Figure 1. Wiring by layer.
Drawn at 4 px/µm.
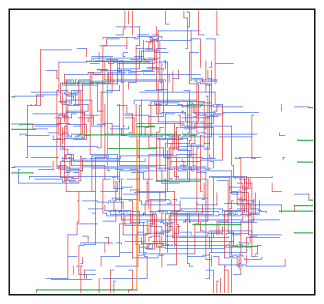
Figure 2. Met3 routing.
Drawn at 4 px/µm. Cells faint in the background.
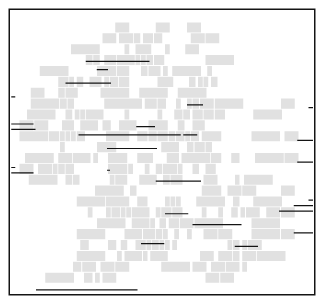
Figure 3. Routing congestion map.
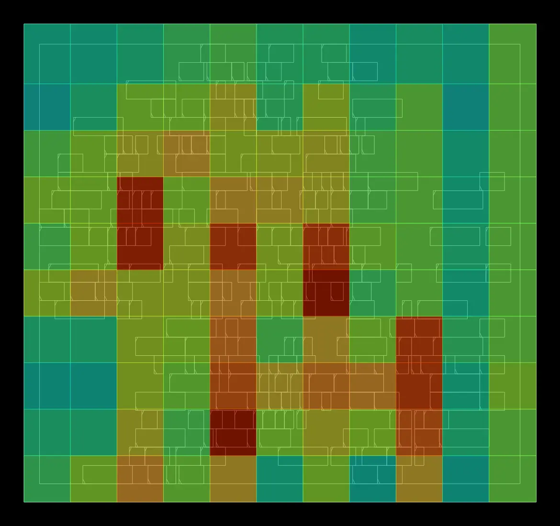
Figure 4. Clock network drawn from the DEF.
Drawn at 4 px/µm.
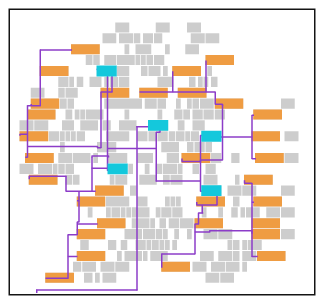
Figure 5. Sequential cells colored by netlist name.
Drawn at 4 px/µm.
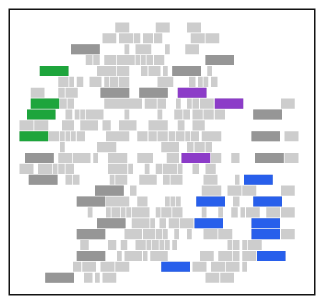
File: src/rtl/bomb_game_ctrl.sv
// -----------------------------------------------------------------------------
// bomb_game_ctrl
//
// Purpose: single registered FSM that runs one bomb-defusal session: arming,
// 60 s BCD countdown, capture of four 2-bit code symbols on enter presses,
// code check, attempt counting and the defused/exploded verdict.
//
// Optional feature macro: BOMB_PENALTY_EN
//   defined   -> each wrong code that leaves tries remaining costs 10 s
//   undefined -> a wrong code only consumes an attempt
//
// Parameters:
//   CODE        defusal code, symbol k in bits [2k+1:2k]
//   START_TENS  countdown tens digit loaded on arm
//   START_UNITS countdown units digit loaded on arm
//   MAX_TRIES   wrong codes allowed before explosion (1-3)
//
// Ports:
//   clk        in   system clock, rising edge
//   clr        in   synchronous active-low reset
//   start      in   one-cycle arm request
//   enter_n    in   raw enter pushbutton, active-low, asynchronous
//   sym        in   code symbol from switches
//   tick       in   one-cycle 1 Hz pulse
//   tens       out  countdown tens digit (BCD)
//   units      out  countdown units digit (BCD)
//   entry      out  symbols captured so far, packed like CODE
//   entry_cnt  out  number of symbols captured (0-4)
//   tries_left out  remaining attempts
//   armed      out  session running (ARMED or CHECK)
//   defused    out  code accepted
//   exploded   out  timer expired or attempts exhausted
//   blink      out  toggles on each tick while defused
// -----------------------------------------------------------------------------
module bomb_game_ctrl #(
    parameter logic [7:0] CODE        = 8'b10_11_01_00,
    parameter int         START_TENS  = 5,
    parameter int         START_UNITS = 9,
    parameter int         MAX_TRIES   = 3
) (
    input  logic       clk,
    input  logic       clr,
    input  logic       start,
    input  logic       enter_n,
    input  logic [1:0] sym,
    input  logic       tick,
    output logic [3:0] tens,
    output logic [3:0] units,
    output logic [7:0] entry,
    output logic [2:0] entry_cnt,
    output logic [1:0] tries_left,
    output logic       armed,
    output logic       defused,
    output logic       exploded,
    output logic       blink
);

    localparam logic [3:0] LD_TENS  = 4'(START_TENS);
    localparam logic [3:0] LD_UNITS = 4'(START_UNITS);
    localparam logic [1:0] LD_TRIES = 2'(MAX_TRIES);

    typedef enum logic [2:0] {
        S_IDLE,
        S_ARMED,
        S_CHECK,
        S_DEFUSED,
        S_EXPLODED
    } state_t;

    state_t     r_state;
    logic [3:0] r_tens;
    logic [3:0] r_units;
    logic [7:0] r_entry;
    logic [2:0] r_entry_cnt;
    logic [1:0] r_tries;
    logic       r_armed;
    logic       r_defused;
    logic       r_exploded;
    logic       r_blink;
    logic       r_sync1;
    logic       r_sync2;
    logic       r_sync2_d;

    state_t     w_state_nx;
    logic [3:0] w_tens_nx;
    logic [3:0] w_units_nx;
    logic [7:0] w_entry_nx;
    logic [2:0] w_entry_cnt_nx;
    logic [1:0] w_tries_nx;
    logic       w_blink_nx;
    logic [7:0] w_dec;
    logic       w_press;
    logic       w_zero;

    // One-second BCD decrement. Callers never pass 00.
    function automatic logic [7:0] bcd_dec(input logic [3:0] t, input logic [3:0] u);
        if (u == 4'd0)
            return {t - 4'd1, 4'd9};
        else
            return {t, u - 4'd1};
    endfunction

    // Falling edge of the synchronized button. The sync flops reset to 1, so a
    // button held through reset produces at most a press while still IDLE.
    assign w_press = r_sync2_d & ~r_sync2;
    assign w_zero  = (r_tens == 4'd0) && (r_units == 4'd0);
    assign w_dec   = bcd_dec(r_tens, r_units);

    always_comb begin
        w_state_nx     = r_state;
        w_tens_nx      = r_tens;
        w_units_nx     = r_units;
        w_entry_nx     = r_entry;
        w_entry_cnt_nx = r_entry_cnt;
        w_tries_nx     = r_tries;
        w_blink_nx     = r_blink;

        case (r_state)
            S_IDLE, S_DEFUSED, S_EXPLODED: begin
                if (start) begin
                    w_state_nx     = S_ARMED;
                    w_tens_nx      = LD_TENS;
                    w_units_nx     = LD_UNITS;
                    w_entry_nx     = 8'd0;
                    w_entry_cnt_nx = 3'd0;
                    w_tries_nx     = LD_TRIES;
                    w_blink_nx     = 1'b0;
                end else if ((r_state == S_DEFUSED) && tick) begin
                    w_blink_nx = ~r_blink;
                end
            end

            S_ARMED, S_CHECK: begin
                // An expired timer overrides any pending press or code check.
                if (w_zero) begin
                    w_state_nx = S_EXPLODED;
                end else begin
                    if (tick) begin
                        {w_tens_nx, w_units_nx} = w_dec;
                    end
                    if (r_state == S_ARMED) begin
                        if (w_press) begin
                            w_entry_nx[{r_entry_cnt[1:0], 1'b0} +: 2] = sym;
                            w_entry_cnt_nx = r_entry_cnt + 3'd1;
                            if (r_entry_cnt == 3'd3)
                                w_state_nx = S_CHECK;
                        end
                    end else begin
                        if (r_entry == CODE) begin
                            w_state_nx = S_DEFUSED;
                        end else begin
                            w_tries_nx = r_tries - 2'd1;
                            if (r_tries == 2'd1) begin
                                w_state_nx = S_EXPLODED;
                            end else begin
`ifdef BOMB_PENALTY_EN
                                // Penalty applies after this cycle's tick; with
                                // no tens left the timer hits 00 and expires.
                                if (w_tens_nx == 4'd0)
                                    w_units_nx = 4'd0;
                                else
                                    w_tens_nx = w_tens_nx - 4'd1;
`endif
                                w_entry_nx     = 8'd0;
                                w_entry_cnt_nx = 3'd0;
                                w_state_nx     = S_ARMED;
                            end
                        end
                    end
                end
            end

            default: w_state_nx = S_IDLE;
        endcase
    end

    always_ff @(posedge clk) begin
        if (!clr) begin
            r_state     <= S_IDLE;
            r_tens      <= 4'd0;
            r_units     <= 4'd0;
            r_entry     <= 8'd0;
            r_entry_cnt <= 3'd0;
            r_tries     <= 2'd0;
            r_armed     <= 1'b0;
            r_defused   <= 1'b0;
            r_exploded  <= 1'b0;
            r_blink     <= 1'b0;
            r_sync1     <= 1'b1;
            r_sync2     <= 1'b1;
            r_sync2_d   <= 1'b1;
        end else begin
            r_state     <= w_state_nx;
            r_tens      <= w_tens_nx;
            r_units     <= w_units_nx;
            r_entry     <= w_entry_nx;
            r_entry_cnt <= w_entry_cnt_nx;
            r_tries     <= w_tries_nx;
            r_armed     <= (w_state_nx == S_ARMED) || (w_state_nx == S_CHECK);
            r_defused   <= (w_state_nx == S_DEFUSED);
            r_exploded  <= (w_state_nx == S_EXPLODED);
            r_blink     <= w_blink_nx;
            r_sync1     <= enter_n;
            r_sync2     <= r_sync1;
            r_sync2_d   <= r_sync2;
        end
    end

    assign tens       = r_tens;
    assign units      = r_units;
    assign entry      = r_entry;
    assign entry_cnt  = r_entry_cnt;
    assign tries_left = r_tries;
    assign armed      = r_armed;
    assign defused    = r_defused;
    assign exploded   = r_exploded;
    assign blink      = r_blink;

endmodule

File: config.mk
export PLATFORM = sky130hd
export DESIGN_NAME = bomb_game_ctrl
export DESIGN_NICKNAME = d
export VERILOG_FILES = /design/src/rtl/bomb_game_ctrl.sv
export SDC_FILE = /design/constraint.sdc
export NUM_CORES = 1
export LEC_CHECK = 0
export CORE_AREA = 2 2 74 69
export CTS_BUF_LIST = sky130_fd_sc_hd__clkbuf_8
export DETAILED_ROUTE_END_ITERATION = 7
export DIE_AREA = 0 0 76 71
export GPL_TIMING_DRIVEN = 0
export SLEW_MARGIN = 15
export SYNTH_ARGS = -nofsm -noshare
export SYNTH_HDL_FRONTEND = slang
export SYNTH_SLANG_ARGS = --single-unit
File: constraint.sdc
create_clock -name clk -period 2.26 [get_ports clk]
set_input_delay 0.452 -clock clk [delete_from_list [all_inputs] [get_ports clk]]
set_output_delay 0.452 -clock clk [all_outputs]
set_load 0.005 [all_outputs]
==> impl_metrics.py <==
# Metrics from the implementation run
metrics = {
    "outcome": {
        "status": "completed",
    },
    "power_and_ir_drop": {
        "ir_drop_mv": 0.380,
        "p_seq_frac": 0.433,
        "swShare": 0.288,
        "power_density_mw_per_mm2": 642,
    },
    "routing": {
        "drcViolationCount": 0,
        "ant_nets": 0,
        "wl_um": 4060,
        "drt_first_iter_violations": 93,
        "routed-via-count": 1523,
        "avgViaCountPerCell": 5.15,
    },
    "timing": {
        "period_used_share": 0.922,
        "max_freq_ghz": 0.480,
        "setup_viol": 0,
        "whs_ns": 0.407,
    },
    "synthesis": {
        "ys_seq_frac": 0.366,
        "ys_chip_area_mm2": 0.00169,
        "yosysWarningCount": 0,
        "netlist_area_mm2": 0.00169,
    },
    "run": {
        "stage_log_warnings": 31,
        "cap_violations": 0,
    },
    "die": {
        "die_y_um": 71,
        "dieWidth_um": 76,
        "core_util_floorplan": 0.364,
        "core_mm2": 0.00465,
    },
    "clock_network": {
        "cts_setup_buffers": 0,
        "cts_max_level": 2,
        "cts_made_buffers": 5,
        "holdBufCountCts": 0,
    },
    "global_routing": {
        "overflow": 0,
        "grt_pass1_vias": 1441,
        "grt_antenna_before_repair": 0,
    },
    "final_layout": {
        "n_antenna_cell": 0,
        "finalNetCount": 247,
    },
    "setup_path": {
        "cp-end-kind": "flop",
        "critPathSlowestCell": "o311ai_4",
        "r2r-start": "units[0]$_SDFFE_PN0P_",
    },
    "hold_path": {
        "hold_class": "reg2reg",
    },
    "placement": {
        "place_ws_ns": 0.00476,
    },
}
-- Figure 1 (at the start) --
legend:
  green:
    layer: metal 3
    wire_length: 187 µm
  red:
    layer: metal 2
    wire_length: 1730 µm
  orange:
    layer: metal 4
    wire_length: 66.0 µm
  blue:
    layer: metal 1
    wire_length: 2070 µm

-- Figure 2 (at the start) --
wire length on this layer: 187 µm
nets with wire on the layer: 23
longest straight run: 25.3 µm
share of all routed wire: 4.6%
main direction: horizontal

-- Figure 3 (at the start) --
GRT Total Usage: 0.158
fin util: 0.467
routing usage on met1: 0.222

-- Figure 4 (at the start) --
legend:
  purple:
    item: clock wires
    length: 471 µm
  cyan:
    item: clock drivers
    count: 5
  orange:
    item: flip-flops
    count: 31
flops lie: widely spread
routed clock nets: 6
Clk pwr share: 0.339
Final Skew: 0.00328 ns
Insertion Delay late pin: 0.28 ns

-- Figure 5 (at the start) --
legend:
  green:
    name_in_the_netlist: `tens`
    placed_flops: 4
  blue:
    name_in_the_netlist: `entry`
    placed_flops: 8
    where: bottom right
  purple:
    name_in_the_netlist: `r_state`
    placed_flops: 3
not colored: 16
fraction of area in registers: 0.285
Register Area: 621 µm²
Power Sequential: 0.000606 W

==> cell families (layout without fill, tap and decap cells) <==
| family | Yosys count | count (layout) | synth area share |
|---|---|---|---|
| AOI/OAI and AO/OA | 46 | 46 | 0.211 |
| xor gates and xnor gates | 1 | 1 | 0.00517 |
| adders and majority gates | 10 | 10 | 0.0739 |
| buffers and inverters | 19 | 57 | 0.0502 |
| DFF | 31 | 31 | 0.366 |
| muxes | 4 | 4 | 0.0236 |
| and+or+nand+nor | 82 | 82 | 0.270 |
==> per-layer routing <==
metal  global-route usage  routed length (µm)
met2                0.228                1730
met4               0.0848                  65
met3               0.0344                 186
met5                    0                   0
met1                0.222                2070
==> cell usage after synthesis, drive strengths merged, types with 3 or more instances <==
library cell | instances | share of area
nand2 | 27 | 0.060
nor4bb | 3 | 0.018
nor3b | 4 | 0.021
a31oi | 4 | 0.015
nor3 | 6 | 0.024
buf | 4 | 0.017
dfxtp | 31 | 0.37
mux2i | 4 | 0.024
nand3 | 11 | 0.032
ha | 10 | 0.074
inv | 11 | 0.024
o21ai | 6 | 0.018
clkbuf | 4 | 0.0089
nand2b | 5 | 0.018
a32o | 4 | 0.024
nor2 | 11 | 0.026
nand4b | 3 | 0.016
o32ai | 3 | 0.020
o31ai | 4 | 0.021
a21oi | 9 | 0.027
o21a | 6 | 0.027
==> cell type report <==
cell class / count / area, µm²
Multi-Input combinational cell: 143 / 988
Inverter: 11 / 41.3
Clock inverter: 1 / 3.75
Fill cell: 461 / 2480
Timing Repair Buffer: 30 / 300
Clock buffer: 7 / 96.3
Buffer: 8 / 43.8
Tap cell: 65 / 81.3
Sequential cell: 31 / 621
==> stage by stage <==
step	cells	TNS (ns)	instance area, µm²
floorplan	193	0	1690
finish	296	0	2180
CTS	296	0	2180
global placement	288	-0.00161	2080
global route	296	0	2180
detailed placement	288	0	2080
==> worst paths after layout <==
check | to | slack, ns | depth (start not counted)
max reg2reg | entry[3]$_SDFFE_PN0P_ | 0.18 | 7
min reg2reg | r_sync2$_SDFF_PN1_ | 0.41 | 1
max | entry[3]$_SDFFE_PN0P_ | 0.18 | 7
min | r_sync2$_SDFF_PN1_ | 0.41 | 1
==> power by group through the flow <==
stage	combinational (W)	sequential (W)	clock, W
final	0.000318	0.000606	0.000474
after global routing	0.000353	0.000610	0.000515
after CTS	0.000316	0.000606	0.000487
after detailed placement	0.000314	0.000618	0
after global placement	0.000314	0.000619	0
after floorplan	0.000210	0.000614	0
==> sequential cells by signal (all words and copies together), names as in the netlist, 2 cells and up <==
signal,cells
entry,8
entry_cnt,3
r_state,3
tens,4
tries_left,2
units,4
Power figures rest on the tool's default switching activity, not on a simulated workload.
